$ cat config.mk
export PLATFORM = sky130hd
export DESIGN_NAME = load_store_unit
export DESIGN_NICKNAME = d
export VERILOG_FILES = /design/src/rtl/load_store_unit_pkg.sv /design/src/rtl/lsu_lane_align.sv /design/src/rtl/load_store_unit.sv
export SDC_FILE = /design/constraint.sdc
export NUM_CORES = 1
export LEC_CHECK = 0
export CAP_MARGIN = 20
export CORE_MARGIN = 4
export CORE_UTILIZATION = 53
export DETAILED_ROUTE_END_ITERATION = 10
export PLACE_DENSITY_LB_ADDON = 0.12
export SLEW_MARGIN = 5
export SYNTH_ARGS = -nofsm -noshare
export SYNTH_HDL_FRONTEND = slang
export SYNTH_HIERARCHICAL = 1
export SYNTH_SLANG_ARGS = --single-unit
$ cat constraint.sdc
create_clock -name clk -period 8.4 [get_ports clk]
set_input_delay 1.68 -clock clk [delete_from_list [all_inputs] [get_ports clk]]
set_output_delay 1.68 -clock clk [all_outputs]
set_load 0.03 [all_outputs]
$ cat src/rtl/load_store_unit_pkg.sv
// Shared widths, funct3 access codes, LSU state encoding and request classification helpers.
// Latency: none (declarations only). Backpressure: not applicable.
package load_store_unit_pkg;

   localparam int MEM_ADDR_WIDTH = 8;
   localparam int WORD_BITS      = 32;

   localparam logic [2:0] FUNCT3_LB  = 3'b000;
   localparam logic [2:0] FUNCT3_LH  = 3'b001;
   localparam logic [2:0] FUNCT3_LW  = 3'b010;
   localparam logic [2:0] FUNCT3_LBU = 3'b100;
   localparam logic [2:0] FUNCT3_LHU = 3'b101;
   localparam logic [2:0] FUNCT3_SB  = 3'b000;
   localparam logic [2:0] FUNCT3_SH  = 3'b001;
   localparam logic [2:0] FUNCT3_SW  = 3'b010;

   typedef enum logic [2:0] {
      LSU_IDLE  = 3'd0,
      LSU_LOAD  = 3'd1,
      LSU_READ  = 3'd2,
      LSU_WRITE = 3'd3,
      LSU_RESP  = 3'd4
   } lsu_state_t;

   function automatic logic req_illegal(input logic we, input logic [2:0] funct3);
      logic bad;
      if (we) begin
         bad = (funct3 > FUNCT3_SW);
      end else begin
         bad = (funct3 == 3'b011) || (funct3 == 3'b110) || (funct3 == 3'b111);
      end
      return bad;
   endfunction

   // Access size lives in funct3[1:0] for both loads and stores.
   function automatic logic req_misaligned(input logic [2:0] funct3, input logic [1:0] offset);
      logic bad;
      case (funct3[1:0])
         2'b01:   bad = offset[0];
         2'b10:   bad = (offset != 2'b00);
         default: bad = 1'b0;
      endcase
      return bad;
   endfunction

endpackage

$ cat src/rtl/lsu_lane_align.sv
// Byte/half lane extraction with sign/zero extension for loads, lane merge for sub-word stores.
// Latency: purely combinational. Backpressure: none.
module lsu_lane_align
   import load_store_unit_pkg::*;
#(
   parameter int W = WORD_BITS
) (
   input  logic [2:0]   funct3,
   input  logic [1:0]   offset,
   input  logic [W-1:0] word,
   input  logic [W-1:0] wdata,
   output logic [W-1:0] load_data,
   output logic [W-1:0] store_word
);

   logic [7:0]  byte_sel;
   logic [15:0] half_sel;

   assign byte_sel = word[{offset, 3'b000} +: 8];
   assign half_sel = word[{offset[1], 4'b0000} +: 16];

   always_comb begin
      load_data = '0;
      case (funct3)
         FUNCT3_LB:  load_data = {{(W-8){byte_sel[7]}}, byte_sel};
         FUNCT3_LBU: load_data = {{(W-8){1'b0}}, byte_sel};
         FUNCT3_LH:  load_data = {{(W-16){half_sel[15]}}, half_sel};
         FUNCT3_LHU: load_data = {{(W-16){1'b0}}, half_sel};
         FUNCT3_LW:  load_data = word;
         default:    load_data = '0;
      endcase
   end

   // Unselected lanes keep whatever the read phase fetched from memory.
   always_comb begin
      store_word = word;
      case (funct3)
         FUNCT3_SB: store_word[{offset, 3'b000} +: 8]     = wdata[7:0];
         FUNCT3_SH: store_word[{offset[1], 4'b0000} +: 16] = wdata[15:0];
         FUNCT3_SW: store_word = wdata;
         default:   store_word = word;
      endcase
   end

endmodule

$ cat src/rtl/load_store_unit.sv
// Data-memory initiator: one load/store at a time, RMW for sub-word stores; LSU_MISALIGN_TRAP_EN enables misalignment errors.
// Latency: error 1, load/SW 2, SB/SH 3 cycles to rsp_valid; rsp held until rsp_ready, req_ready only in IDLE.
module load_store_unit
   import load_store_unit_pkg::*;
#(
   parameter int ADDR_WIDTH = MEM_ADDR_WIDTH,
   parameter int WORD_WIDTH = WORD_BITS
) (
   input  logic                  clk,
   input  logic                  rst_n,
   input  logic                  req_valid,
   output logic                  req_ready,
   input  logic                  req_we,
   input  logic [2:0]            req_funct3,
   input  logic [31:0]           req_addr,
   input  logic [WORD_WIDTH-1:0] req_wdata,
   output logic                  rsp_valid,
   input  logic                  rsp_ready,
   output logic [WORD_WIDTH-1:0] rsp_data,
   output logic                  rsp_err,
   output logic                  mem_wen,
   output logic [2:0]            mem_type,
   output logic [ADDR_WIDTH-1:0] mem_addr,
   output logic [WORD_WIDTH-1:0] mem_wd,
   input  logic [WORD_WIDTH-1:0] mem_rd
);

   lsu_state_t state, state_nxt;

   logic [2:0]            funct3_q;
   logic [ADDR_WIDTH+1:0] addr_q;
   logic [WORD_WIDTH-1:0] wdata_q;
   logic [WORD_WIDTH-1:0] merge_q;
   logic [WORD_WIDTH-1:0] rsp_data_q;
   logic                  rsp_err_q;

   logic                  req_misalign;
   logic                  req_err;
   logic                  accept;
   logic [WORD_WIDTH-1:0] align_word;
   logic [WORD_WIDTH-1:0] load_data;
   logic [WORD_WIDTH-1:0] store_word;
   logic                  unused_addr_bits;

   // The word index wraps: high byte-address bits never reach memory.
   assign unused_addr_bits = ^req_addr[31:ADDR_WIDTH+2];

`ifdef LSU_MISALIGN_TRAP_EN
   assign req_misalign = req_misaligned(req_funct3, req_addr[1:0]);
`else
   assign req_misalign = 1'b0;
`endif

   assign req_err = req_illegal(req_we, req_funct3) | req_misalign;
   assign accept  = (state == LSU_IDLE) && req_valid;

   always_ff @(posedge clk or negedge rst_n) begin
      if (!rst_n) begin
         state <= LSU_IDLE;
      end else begin
         state <= state_nxt;
      end
   end

   always_comb begin
      state_nxt = state;
      case (state)
         LSU_IDLE: begin
            if (req_valid) begin
               if (req_err) begin
                  state_nxt = LSU_RESP;
               end else if (!req_we) begin
                  state_nxt = LSU_LOAD;
               end else if (req_funct3 == FUNCT3_SW) begin
                  state_nxt = LSU_WRITE;
               end else begin
                  state_nxt = LSU_READ;
               end
            end
         end
         LSU_LOAD:  state_nxt = LSU_RESP;
         LSU_READ:  state_nxt = LSU_WRITE;
         LSU_WRITE: state_nxt = LSU_RESP;
         LSU_RESP: begin
            if (rsp_ready) begin
               state_nxt = LSU_IDLE;
            end
         end
         default:   state_nxt = LSU_IDLE;
      endcase
   end

   always_ff @(posedge clk or negedge rst_n) begin
      if (!rst_n) begin
         funct3_q   <= '0;
         addr_q     <= '0;
         wdata_q    <= '0;
         merge_q    <= '0;
         rsp_data_q <= '0;
         rsp_err_q  <= 1'b0;
      end else begin
         if (accept) begin
            funct3_q   <= req_funct3;
            addr_q     <= req_addr[ADDR_WIDTH+1:0];
            wdata_q    <= req_wdata;
            rsp_data_q <= '0;
            rsp_err_q  <= req_err;
         end
         if (state == LSU_LOAD) begin
            rsp_data_q <= load_data;
         end
         if (state == LSU_READ) begin
            merge_q <= mem_rd;
         end
      end
   end

   // Loads extract straight from the memory read port; stores merge into the captured word.
   assign align_word = (state == LSU_LOAD) ? mem_rd : merge_q;

   lsu_lane_align #(
      .W (WORD_WIDTH)
   ) u_lane_align (
      .funct3     (funct3_q),
      .offset     (addr_q[1:0]),
      .word       (align_word),
      .wdata      (wdata_q),
      .load_data  (load_data),
      .store_word (store_word)
   );

   assign req_ready = (state == LSU_IDLE);
   assign rsp_valid = (state == LSU_RESP);
   assign rsp_data  = rsp_data_q;
   assign rsp_err   = rsp_err_q;
   assign mem_wen   = (state == LSU_WRITE);
   assign mem_type  = mem_wen ? FUNCT3_SW : FUNCT3_LW;
   assign mem_addr  = addr_q[ADDR_WIDTH+1:2];
   assign mem_wd    = store_word;

endmodule

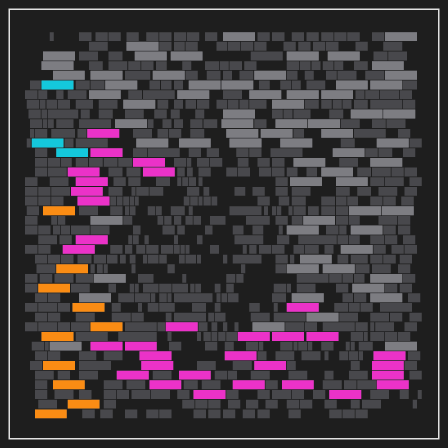
*Where the registers sit, run 1*
wdata_q: marked magenta, placed flops 32. addr_q: marked orange, placed flops 10. state: marked cyan, placed flops 3.

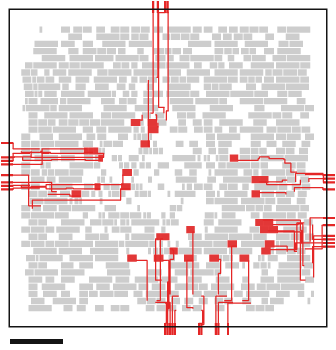
*I/O nets highlighted, run 1*
Bar = 20 µm.
mem_wd: marked red, bits 32, direction output, edge 10 right, 10 bottom, 8 left, 4 top, end cells 32, wire 1210 µm.

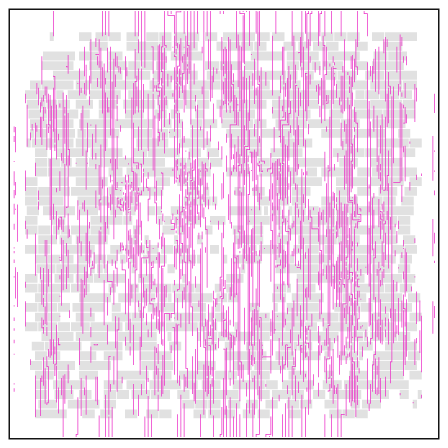
*Met2 routing, run 1*
Cells faint in the background.
The wires run mostly vertical. The layer carries 9060 µm of wire.
Routed Wire Length: 19.3 mm
global routing usage on met2: 42.2%

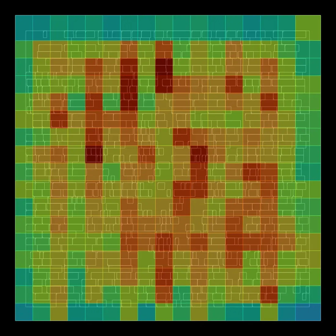
*Track usage over the die, run 1*
met1 track demand over resource: 36.0%
busiest metal layer after global routing: met2

==> impl_metrics.yaml, run 1 <==
# generated from flow reports
grt:
  grt_antenna_before_repair: 0
  largest_net_degree_at_the_start_of_global_routing: 66
  grt_util_all_layers_pct: 26.8
  grt_overflow: 0
  grt_first_pass_wirelength_mm: 29.9
outcome:
  run_status: "completed"
clocking:
  clkSlewWorstSetupHoldPaths_ns: 0.05
  clock_tree.htree_level_count: 4
  cts_root_buffer: "clkbuf_16"
  total_cts_buffers: 17
  cts_num_sinks: 113
  post-cts-setup-buffers: 0
  cts.path.max_buffers: 2
  cts_hold_buf: 0
  tritoncts_clock_tree: "done"
critical_path:
  crit_chain: "clkdlybuf4s50_1 > mux2_2 > a221oi_1 > a2111oi_0 > a221o_1 > clkdlybuf4s50_1"
  worst-endpoint-required_ns: 6.72
  worst-r2r-cell-count: 7
  worst_r2r_endpoint: "rsp_data[11]"
  critical_path.n_buffers_inverters: 2
  cp.arrival_ns: 3.92
  start_kind: "input pin"
  timing.critical_path.to: "mem_wd[30]"
  critical_path.most_common_cell: "clkdlybuf4s50_1"
  worst_setup_path_end_kind: "output pin"
  path_delay_family: "buffers and inverters"
  crit_slowest_cell: "clkdlybuf4s50_1"
  critPathMaxStageDelay_ns: 0.68
  critPathLaunch: "mem_rd[30]"
  critical_path.max_fanout: 7
  worst-r2r-setup-slack_ns: 5.19
  r2r_start: "state[0]"
logic_synthesis:
  ys_async_sr_fraction_pct: 100
  synth-edff-count: 0
  netlist.area_leader.share_pct: 42.3
  synth_xor_xnor_area_share_pct: 0
  post_synthesis_cell_count: 538
  post_synth_ao_oa_area_fraction_pct: 17.9
  syn_area_um2: 6690
  mux_area_share_pct: 25.1
  post-synth-top-area-cell: "dfrtp_1"
  synthAdderAreaFrac_pct: 0.935
  synthesized_area_per_cell_um2: 12.4
  synth_simple_gate_area_share_pct: 7.09
  post_synth_num_cell_types: 59
  yosys_register_bits: 113
  synth.area.top_cells: "dfrtp_1 42%, mux2_4 15%, mux2_2 7.9%"
  synth.yosys.chip_area_um2: 6690
sta:
  totalNegativeSetupSlack_ns: 0
  hold_violations: 0
  final-setup-viol-count: 0
  final.setup_skew_ns: 0.00950
  final_period_demand_of_the_worst_path_ns: 5.60
  tightestPinTransition_ns: 0.994
  final.setup.worst_slack_ns: 2.80
  worst_max_slew_margin_expressed_relative_to_the_limit_pct: 33.2
  maxSlewViolCount: 0
pwr:
  p_switching_w: 0.00202
  combinationalPowerShare_pct: 60.5
  vdd_drop_max_mv: 0.405
  p_comb_w: 0.00285
  clock_power_share_pct: 15.9
  seq_cell_power_w: 0.00111
  power.static_leakage_nw: 3.88
  top_power_group: "combinational cells"
  power.density_cell_area_nw_per_um2: 536
  internal_cell_power_w: 0.00268
  p_total_w: 0.00471
  power.switching_fraction_pct: 43.0
  clockNetworkPower_w: 0.000750
  power_frac_seq_pct: 23.5
routing:
  drt_pre_antenna_iters: 6
  detail_route.drc_violations: 0
  antenna_violating_nets_post_route: 0
  met2RoutedLength_mm: 9.06
  route.layer.met1.wl_mm: 8.43
floorplanning:
  nWellTaps: 168
  floorplanUtilization_pct: 55.0
  chip_width_um: 120
  rows: 40
  io_pins: 183
  die-area_um2: 14500
finish:
  final_cell_area_um2: 8780
  fill_count: 859
  biggestCellCategory: "combinational gates"
  num-multi-input-gates: 366
  layout.non_clock_buffers: 164
  fin_util_pct: 72.2
  n_clock_buffer: 26
  non_clock_buffering_overhead_in_the_final_layout_pct: 18.6
  layout.nets: 781
  comb_area_share_pct: 39.2
  syn2layout_area_growth_pct: 31.2
  mostFrequentLayoutCell: "clkdlybuf4s50_1"
  ff_count: 113
  final_cell_count_no_fill: 851
  clkCellAreaFrac_pct: 7.11
  seqCellArea_um2: 2830
  layout-drive-gt1-share_pct: 24.7
placed_design:
  dp.final_hpwl_mm: 13.5
  io_buffers: 157
  place_congestion: 0.888
  pre_cts_slack_ns: 2.86
  place.detailed.instances: 819
worst_hold_path:
  timing.hold.worst_path_depth: 1
  hold-path-endpoint: "merge_q[1]"
run:
  warnings: 52
==> inputs of run 2 (changes only) <==
Settings changed: CORE_UTILIZATION 53 to 44.
Clock period 8.4 ns to 5.1 ns, I/O delays scaled along.
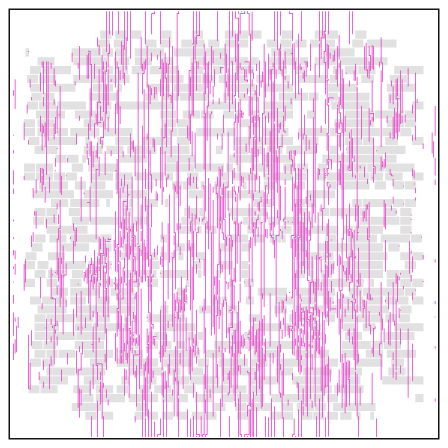
*Met2 routing, run 2*
Cells faint in the background.
The layer carries 9160 µm of wire. The layer holds 46% of the routed length.

==> impl_metrics.yaml, run 2 <==
# generated from flow reports
placed_design:
  place.detailed.instances: 838
  place_congestion: 0.872
  io_buffers: 157
  pre_cts_slack_ns: 0.868
  placement.cell_area_um2: 8200
  dp.final_hpwl_mm: 14.1
logic_synthesis:
  synthAdderAreaFrac_pct: 0.935
  post_synth_num_cell_types: 59
  mux_area_share_pct: 25.1
  syn_area_um2: 6690
  synth-edff-count: 0
  synth.area.top_cells: "dfrtp_1 42%, mux2_4 15%, mux2_2 7.9%"
  yosys_register_bits: 113
  synth_simple_gate_area_share_pct: 7.09
  most_common_cell: "dfrtp_1"
  synth.yosys.chip_area_um2: 6690
  synthesized_area_per_cell_um2: 12.4
  post-synth-top-area-cell: "dfrtp_1"
  synth_xor_xnor_area_share_pct: 0
  ys_async_sr_fraction_pct: 100
  synthTopLogicFamily: "multiplexers"
  netlist.area_leader.share_pct: 42.3
  post_synth_ao_oa_area_fraction_pct: 17.9
  post_synthesis_cell_count: 538
  synth-cells-yosys: 538
  top_cells_by_count: "113 x dfrtp_1, 67 x mux2_4, 47 x mux2_2, 39 x a22o_1, 35 x nor2_1"
pwr:
  power.static_leakage_nw: 3.88
  clockNetworkPower_w: 0.00117
  vdd_drop_max_mv: 0.537
  p_switching_w: 0.00337
  seq_cell_power_w: 0.00181
  power_frac_seq_pct: 23.5
  clock_power_share_pct: 15.1
  internal_cell_power_w: 0.00437
  p_total_w: 0.00774
  power.switching_fraction_pct: 43.5
  p_comb_w: 0.00475
  power.density_cell_area_nw_per_um2: 879
  top_power_group: "combinational cells"
  combinationalPowerShare_pct: 61.4
clocking:
  post-cts-setup-buffers: 0
  clock.latency.late_pin_ns: 0.41
  cts_repair_resize_count: 0
  cts_num_sinks: 113
  cts_hold_buf: 0
  total_cts_buffers: 17
  clkSlewWorstSetupHoldPaths_ns: 0.05
  cts_root_buffer: "clkbuf_16"
  cts.path.max_buffers: 2
  clock_tree.htree_level_count: 4
  tritoncts_clock_tree: "done"
floorplanning:
  nWellTaps: 184
  io_pins: 183
  floorplanUtilization_pct: 45.5
  rows: 44
  core_um2: 14700
  floorplan.die.height_um: 131
  die-area_um2: 17200
  chip_width_um: 131
sta:
  final.setup.worst_slack_ns: 0.647
  final.setup_skew_ns: 0.00570
  fin_hold_ws_ns: 0.495
  final_period_demand_of_the_worst_path_ns: 4.45
  worst_max_slew_margin_expressed_relative_to_the_limit_pct: 28.2
  totalNegativeSetupSlack_ns: 0
  final-setup-viol-count: 0
  finalCritPeriodShare_pct: 87.3
  maxSlewViolCount: 0
  hold_violations: 0
  tightestPinTransition_ns: 1.07
  fmaxAchievable_ghz: 0.225
  grt_setup_unrepaired: "no"
finish:
  final_cell_area_um2: 8800
  syn2layout_area_growth_pct: 31.5
  num-multi-input-gates: 366
  biggestCellCategory: "combinational gates"
  layout.nets: 783
  comb_area_share_pct: 39.1
  seqCellArea_um2: 2830
  fin_util_pct: 59.9
  antenna_cells_inserted: 0
  multi_input_comb_area_um2: 3440
  fill_count: 1191
  layout-drive-gt1-share_pct: 24.9
  n_clock_buffer: 24
  final_cell_count_no_fill: 868
  non_clock_buffering_overhead_in_the_final_layout_pct: 19.1
  layout.non_clock_buffers: 166
  seq-cell-share_pct: 32.1
  clkCellAreaFrac_pct: 6.58
  ff_count: 113
  mostFrequentLayoutCell: "clkdlybuf4s50_1"
  lay_top_cells: "156 x clkdlybuf4s50_1, 113 x dfrtp_1, 67 x mux2_4"
critical_path:
  critPathMaxStageDelay_ns: 0.60
  critPathLaunch: "state[0]"
  worst_setup_path_end_kind: "output pin"
  critical_path.max_fanout: 60
  critical_path.n_buffers_inverters: 2
  timing.critical_path.to: "mem_wd[12]"
  worst-r2r-cell-count: 7
  r2r_start: "state[0]"
  worst-r2r-setup-slack_ns: 2.05
  worst_r2r_endpoint: "rsp_data[9]"
  worst-endpoint-required_ns: 4.08
  worst-setup-path-type: "register to output pin"
  start_kind: "register"
  cp.arrival_ns: 3.43
  crit_chain: "nor3b_4 > buf_12 > mux2_2 > nor2b_1 > a21oi_1 > nor2_1 > a221o_1 > clkdlybuf4s50_1"
  crit_slowest_cell: "clkdlybuf4s50_1"
  path_delay_family: "buffers and inverters"
routing:
  antenna_violating_nets_post_route: 0
  drt_pre_antenna_iters: 5
  drt_iter0_markers: 307
  routed_wl_mm: 19.8
  route.layer.met1.wl_mm: 8.72
  wl_per_cell_um: 22.8
  detail_route.drc_violations: 0
  top_layer_used: "met4"
  post_drt_via_cell_ratio: 5.89
  met2RoutedLength_mm: 9.16
grt:
  grt_antenna_before_repair: 0
  grt_util_all_layers_pct: 22.8
  grt_overflow: 0
  largest_net_degree_at_the_start_of_global_routing: 75
  global_route.usage.met1_pct: 29.3
  busiest_layer: "met2"
  global_route.usage.met2_pct: 36.4
  grt_pass1_vias: 5339
  met3_usage_pct: 7.22
  grt_first_pass_wirelength_mm: 31.0
outcome:
  run_status: "completed"
run:
  max-cap-violations: 0
  warnings: 52
worst_hold_path:
  hold-path-endpoint: "rsp_data[10]"
  timing.hold.worst_path_depth: 1
  worst_hold_startpoint: "rsp_data[10]"
  hold_path_class: "register to register"
Power is estimated from default activity; no workload was simulated.
